## src/rtl/spi_reg_burst.sv

```systemverilog
// SPI register-access slave: 16-bit header, DATA_W-bit burst words, all four SPI modes.
module spi_reg_burst #(
  parameter int unsigned ADDR_W   = 6,
  parameter int unsigned DATA_W   = 32,
  parameter int unsigned SPI_MODE = 0,
  parameter int unsigned STATUS_W = 8
) (
  input  logic                clk,
  input  logic                rst,
  input  logic                spi_clk,
  input  logic                spi_cs_n,
  input  logic                spi_mosi,
  output logic                spi_miso,
  output logic [ADDR_W-1:0]   reg_addr,
  output logic [DATA_W-1:0]   reg_wdata,
  output logic                reg_wr,
  output logic                reg_rd,
  input  logic [DATA_W-1:0]   reg_rdata,
  input  logic [STATUS_W-1:0] status,
  output logic                busy,
  output logic                frame_err
);

  localparam int unsigned HDR_W = 16;
  localparam int unsigned SR_W  = (DATA_W > HDR_W) ? DATA_W : HDR_W;
  localparam int unsigned CNT_W = $clog2(SR_W + 1);
  localparam bit          CPOL  = ((SPI_MODE / 2) % 2) == 1;
  localparam bit          CPHA  = (SPI_MODE % 2) == 1;

  typedef enum logic [1:0] {WAIT_HIGH, IDLE, HEADER, DATA} state_t;

  state_t             state;
  state_t             state_d;
  logic [1:0]         sck_sync;
  logic [1:0]         cs_sync;
  logic [1:0]         mosi_sync;
  logic [1:0]         sync_ok;
  logic               sck_q;
  logic               cs_q;
  logic [SR_W-1:0]    rx_sr;
  logic [SR_W-1:0]    rx_next;
  logic [SR_W-1:0]    tx_sr;
  logic [CNT_W-1:0]   bit_cnt;
  logic               rw_q;
  logic               inc_q;
  logic               rd_pend;

  logic sck_rise_c, sck_fall_c, lead_c, trail_c;
  logic sample_c, change_c, cs_fall_c, cs_rise_c;
  logic in_frame_c, start_c, hdr_done_c, word_done_c, end_c, err_c;

  // Two-flop synchronisers plus edge-detect history; sync_ok marks when cs_sync holds a real pin sample.
  always_ff @(posedge clk or posedge rst) begin
    if (rst) begin
      sck_sync  <= 2'b00;
      cs_sync   <= 2'b11;
      mosi_sync <= 2'b00;
      sync_ok   <= 2'b00;
      sck_q     <= 1'b0;
      cs_q      <= 1'b1;
    end else begin
      sck_sync  <= {sck_sync[0], spi_clk};
      cs_sync   <= {cs_sync[0], spi_cs_n};
      mosi_sync <= {mosi_sync[0], spi_mosi};
      sync_ok   <= {sync_ok[0], 1'b1};
      sck_q     <= sck_sync[1];
      cs_q      <= cs_sync[1];
    end
  end

  assign sck_rise_c = sck_sync[1] & ~sck_q;
  assign sck_fall_c = ~sck_sync[1] & sck_q;
  assign lead_c     = CPOL ? sck_fall_c : sck_rise_c;
  assign trail_c    = CPOL ? sck_rise_c : sck_fall_c;
  // Gate with the previous cs level so an edge coinciding with cs rise is still taken.
  assign sample_c   = ~cs_q & (CPHA ? trail_c : lead_c);
  assign change_c   = ~cs_q & (CPHA ? lead_c : trail_c);
  assign cs_fall_c  = cs_q & ~cs_sync[1];
  assign cs_rise_c  = ~cs_q & cs_sync[1];
  assign rx_next    = {rx_sr[SR_W-2:0], mosi_sync[1]};
  assign spi_miso   = tx_sr[SR_W-1];

  // State register.
  always_ff @(posedge clk or posedge rst) begin
    if (rst) state <= WAIT_HIGH;
    else     state <= state_d;
  end

  // Next-state logic.
  always_comb begin
    state_d = state;
    unique case (state)
      WAIT_HIGH: if (sync_ok[1] && cs_sync[1]) state_d = IDLE;
      IDLE:      if (cs_fall_c) state_d = HEADER;
      HEADER:    if (cs_rise_c) state_d = IDLE;
                 else if (hdr_done_c) state_d = DATA;
      DATA:      if (cs_rise_c) state_d = IDLE;
      default:   state_d = WAIT_HIGH;
    endcase
  end

  // Frame event decode; a sample edge in the cs-rise cycle is counted before the abort check.
  always_comb begin
    in_frame_c  = (state == HEADER) || (state == DATA);
    start_c     = (state == IDLE) && cs_fall_c;
    hdr_done_c  = (state == HEADER) && sample_c && (bit_cnt == CNT_W'(HDR_W - 1));
    word_done_c = (state == DATA) && sample_c && (bit_cnt == CNT_W'(DATA_W - 1));
    end_c       = in_frame_c && cs_rise_c;
    err_c       = end_c && !(hdr_done_c || word_done_c) && (sample_c || (bit_cnt != '0));
  end

  // Frame datapath: shift registers, bit counter, register strobes and status outputs.
  always_ff @(posedge clk or posedge rst) begin
    if (rst) begin
      rx_sr     <= '0;
      tx_sr     <= '0;
      bit_cnt   <= '0;
      rw_q      <= 1'b0;
      inc_q     <= 1'b0;
      rd_pend   <= 1'b0;
      reg_addr  <= '0;
      reg_wdata <= '0;
      reg_wr    <= 1'b0;
      reg_rd    <= 1'b0;
      busy      <= 1'b0;
      frame_err <= 1'b0;
    end else begin
      reg_wr    <= 1'b0;
      reg_rd    <= 1'b0;
      frame_err <= 1'b0;
      rd_pend   <= reg_rd;
      if (reg_wr && inc_q) reg_addr <= reg_addr + ADDR_W'(1);
      if (start_c) begin
        tx_sr   <= SR_W'(status) << (SR_W - STATUS_W);
        bit_cnt <= '0;
        busy    <= 1'b1;
      end
      if (rd_pend && (state == DATA) && !rw_q)
        tx_sr <= SR_W'(reg_rdata) << (SR_W - DATA_W);
      // The first change edge of every word keeps the freshly loaded MSB on the line.
      if (change_c && in_frame_c && (bit_cnt != '0))
        tx_sr <= {tx_sr[SR_W-2:0], 1'b0};
      if (sample_c && in_frame_c) begin
        rx_sr   <= rx_next;
        bit_cnt <= (hdr_done_c || word_done_c) ? '0 : bit_cnt + CNT_W'(1);
      end
      if (hdr_done_c) begin
        rw_q     <= rx_next[HDR_W-1];
        inc_q    <= rx_next[HDR_W-2];
        reg_addr <= rx_next[ADDR_W-1:0];
        reg_rd   <= ~rx_next[HDR_W-1];
        if (rx_next[HDR_W-1]) tx_sr <= '0;
      end
      if (word_done_c) begin
        if (rw_q) begin
          reg_wdata <= rx_next[DATA_W-1:0];
          reg_wr    <= 1'b1;
        end else begin
          reg_rd <= 1'b1;
          if (inc_q) reg_addr <= reg_addr + ADDR_W'(1);
        end
      end
      if (end_c) begin
        busy      <= 1'b0;
        frame_err <= err_c;
        bit_cnt   <= '0;
        tx_sr     <= '0;
      end
    end
  end

endmodule

```

## config.mk

```make
export PLATFORM = sky130hd
export DESIGN_NAME = spi_reg_burst
export DESIGN_NICKNAME = d
export VERILOG_FILES = /design/src/rtl/spi_reg_burst.sv
export SDC_FILE = /design/constraint.sdc
export NUM_CORES = 1
export LEC_CHECK = 0
export CAP_MARGIN = 15
export CORE_ASPECT_RATIO = 1.1
export CORE_MARGIN = 2
export CORE_UTILIZATION = 58
export DETAILED_ROUTE_END_ITERATION = 7
export PLACE_DENSITY = 0.88
export SETUP_SLACK_MARGIN = 0.2
export SLEW_MARGIN = 20
export SYNTH_ARGS = -nofsm -noshare
export SYNTH_HDL_FRONTEND = slang
export SYNTH_SLANG_ARGS = --single-unit
```

## constraint.sdc

```tcl
create_clock -name clk -period 11.25 [get_ports clk]
set_input_delay 3.375 -clock clk [delete_from_list [all_inputs] [get_ports clk]]
set_output_delay 3.375 -clock clk [all_outputs]
set_load 0.02 [all_outputs]
```

**Met1 routing**

Supply wires on this layer in grey.
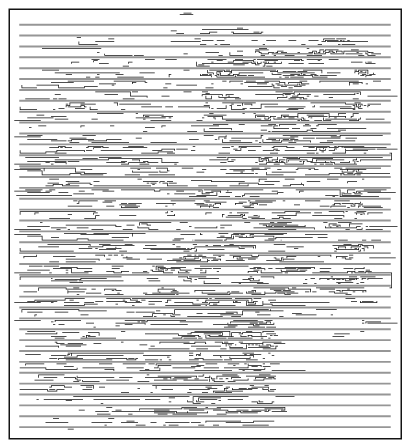
The layer carries 5070 um of wire. 549 nets have wire on it. The longest straight run is 29.0 um. The layer holds 41% of the routed length.
Via Count: 4036
met1 GRT Util: 31.7%
Post-Route WL: 12300 um

**M2 wires**

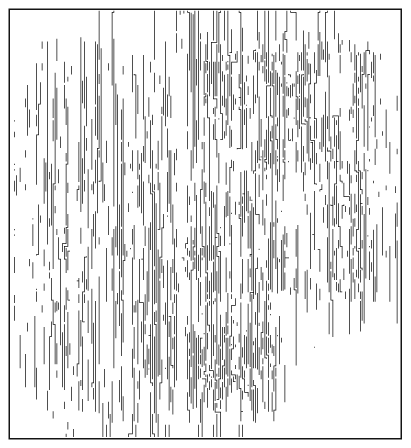
The layer carries 6370 um of wire. The wires run mostly vertical. 525 nets have wire on it. The layer holds 52% of the routed length.

**Metal 3**

Scale bar: 20 um. Cells faint in the background.
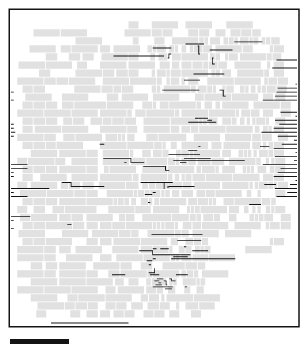
85 nets have wire on it. The layer carries 568 um of wire. The longest straight run is 26.0 um. The wires run mostly horizontal.

**M4 wires**

Supply wires on this layer in grey. Cells faint in the background.
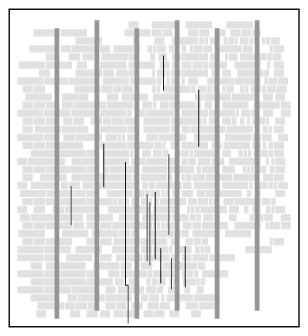
The layer holds 2.0% of the routed length. The layer carries 242 um of wire. 8 nets have wire on it. The wires run mostly vertical.

**Clock nets**

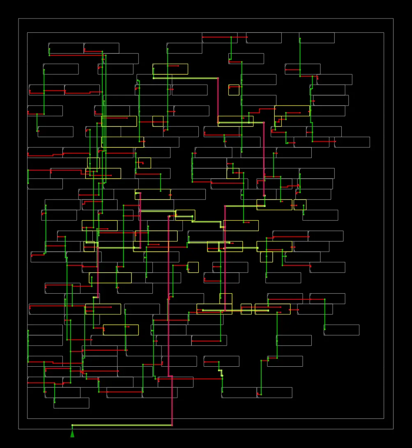
flop count: 126
Clk Latency, worst-skew pair: 520 ps
clock buffers: 17
clock skew: 8.00 ps

==> cells by family (layout without fill, tap and decap cells) <==
logic type	after synthesis	after routing	synth area share, %
flip-flops	126	126	56.4
AND/OR/NAND/NOR	124	124	11.5
AND-OR/OR-AND	92	92	12.9
multiplexers	67	67	13.4
buffers and inverters	40	135	3.80
adder cells (fa/ha/maj)	8	8	1.79
other	1	1	0.0670
XOR/XNOR	1	1	0.156
==> state kept, by name (all words and copies together), names as in the netlist, 6 cells and up <==
signal / flops
tx_sr: 32
bit_cnt: 6
rx_sr: 31
reg_addr: 6
reg_wdata: 32
==> power groups by stage <==
stage	combinational, mW	clock [mW]	sequential, mW
final	0.166	0.550	0.509
after global routing	0.183	0.577	0.514
after CTS	0.166	0.557	0.509
after detailed placement	0.161	0	0.516
after global placement	0.154	0	0.514
after floorplan	0.110	0	0.514
==> cell type report <==
cell class | instances | area share, %
timing repair buffer | 91 | 12.7
clock buffer | 17 | 5.84
clock inverter | 15 | 2.61
inverter | 12 | 0.670
sequential | 126 | 44.5
multi-input combinational | 293 | 31.6
tap | 117 | 2.06
==> per-layer routing <==
layer	GRT usage, %	vias up	share of wire, %
met5	0	-	0
met4	8.83	0	2.0
met3	5.15	27	4.6
met2	43.0	152	52
met1	31.7	2007	41
li1	-	1850	-
==> layout by cell type (no fill, tap or decap), types with 3 or more instances in the layout <==
cell,Yosys,final
a311oi_2,3,3
mux2_2,35,35
a211oi_1,4,4
clkbuf_16,0,16
a221oi_1,23,23
o22ai_1,4,4
ha_1,8,8
nand2b_1,4,4
bufinv_16,0,3
clkdlybuf4s50_1,0,87
inv_6,0,4
dfrtp_1,123,123
inv_1,12,11
o21ai_0,7,7
a22oi_1,3,3
buf_4,4,4
clkinvlp_4,0,5
nor3_1,28,28
dfstp_2,3,3
nand3_1,3,3
nor2_1,39,39
nor2_2,3,3
nand2_1,25,25
mux2i_1,3,3
mux2_1,29,29
a21oi_1,23,22
a211o_1,10,10
==> metrics by stage <==
stage | cells | util [%] | hold slack (ps) | area (um2) | power (mW)
floorplan | 459 | - | 331 | 5600 | 0.624
global placement | 639 | 69.4 | 333 | 6490 | 0.668
detailed placement | 639 | 69.4 | 336 | 6490 | 0.678
CTS | 671 | 75.8 | 356 | 7090 | 1.23
global route | 671 | 75.8 | 362 | 7090 | 1.27
finish | 671 | 75.8 | 353 | 7090 | 1.23
==> synth_stat cells (3+ instances only) <==
master and count:
buf_6 4, buf_4 4, clkbuf_1 5, a311oi_2 3, mux2i_1 3, nor2_2 3, mux2_2 35, dfrtp_1 123
a211oi_1 4, nor3_1 28, ha_1 8, dfstp_2 3, mux2_1 29, buf_2 12, inv_1 12, nand2_1 25
a211o_1 10, o21ai_0 7, nand3_1 3, o22ai_1 4, a21oi_1 23, nand2b_1 4, a22oi_1 3, nor2_1 39
a221oi_1 23
==> impl_metrics.yaml <==
# flow metrics
status:
  status: "finished clean"
final_layout:
  final_nets: 594
  area_growth_pct: 26.7
  seq_area_um2: 3160
  fill_cells: 551
  logic_area_um2: 2240
clocking:
  cts_tree: "built"
  cts_buffers: 17
power:
  pwr-share-comb_pct: 13.5
  p_seq_share_pct: 41.6
  p_leak_nw: 3.35
die:
  die_area_um2: 10500
  fp-utilization_pct: 59.9
worst_setup_path:
  critPathRequiredTime_ps: 7880
  slowest_delay_ps: 640
  end_kind: "output port"
  cp_top_family: "buffers and inverters"
  path_class: "flop to output port"
grt:
  grt_antenna_before_repair: 0
  grt_pass1_wl_um: 20700
  track_usage_pct: 25.0
  grt_max_degree: 65
sta:
  fmax_mhz: 200
  rsz0062_at_grt: "no"
synthesis:
  syn_nets: 512
  avgSynthCellArea_um2: 12.2
  synth_flops: 126
  yosys_area_um2: 5600
  synth_area_um2: 5600
min_path:
  min_path_cells: 0
  hold_start: "sck_sync[0]$_DFF_PP0_"
place:
  dpl_worst_slack_ps: 6020
No activity file was given, so power comes from the tool's default toggle rates.
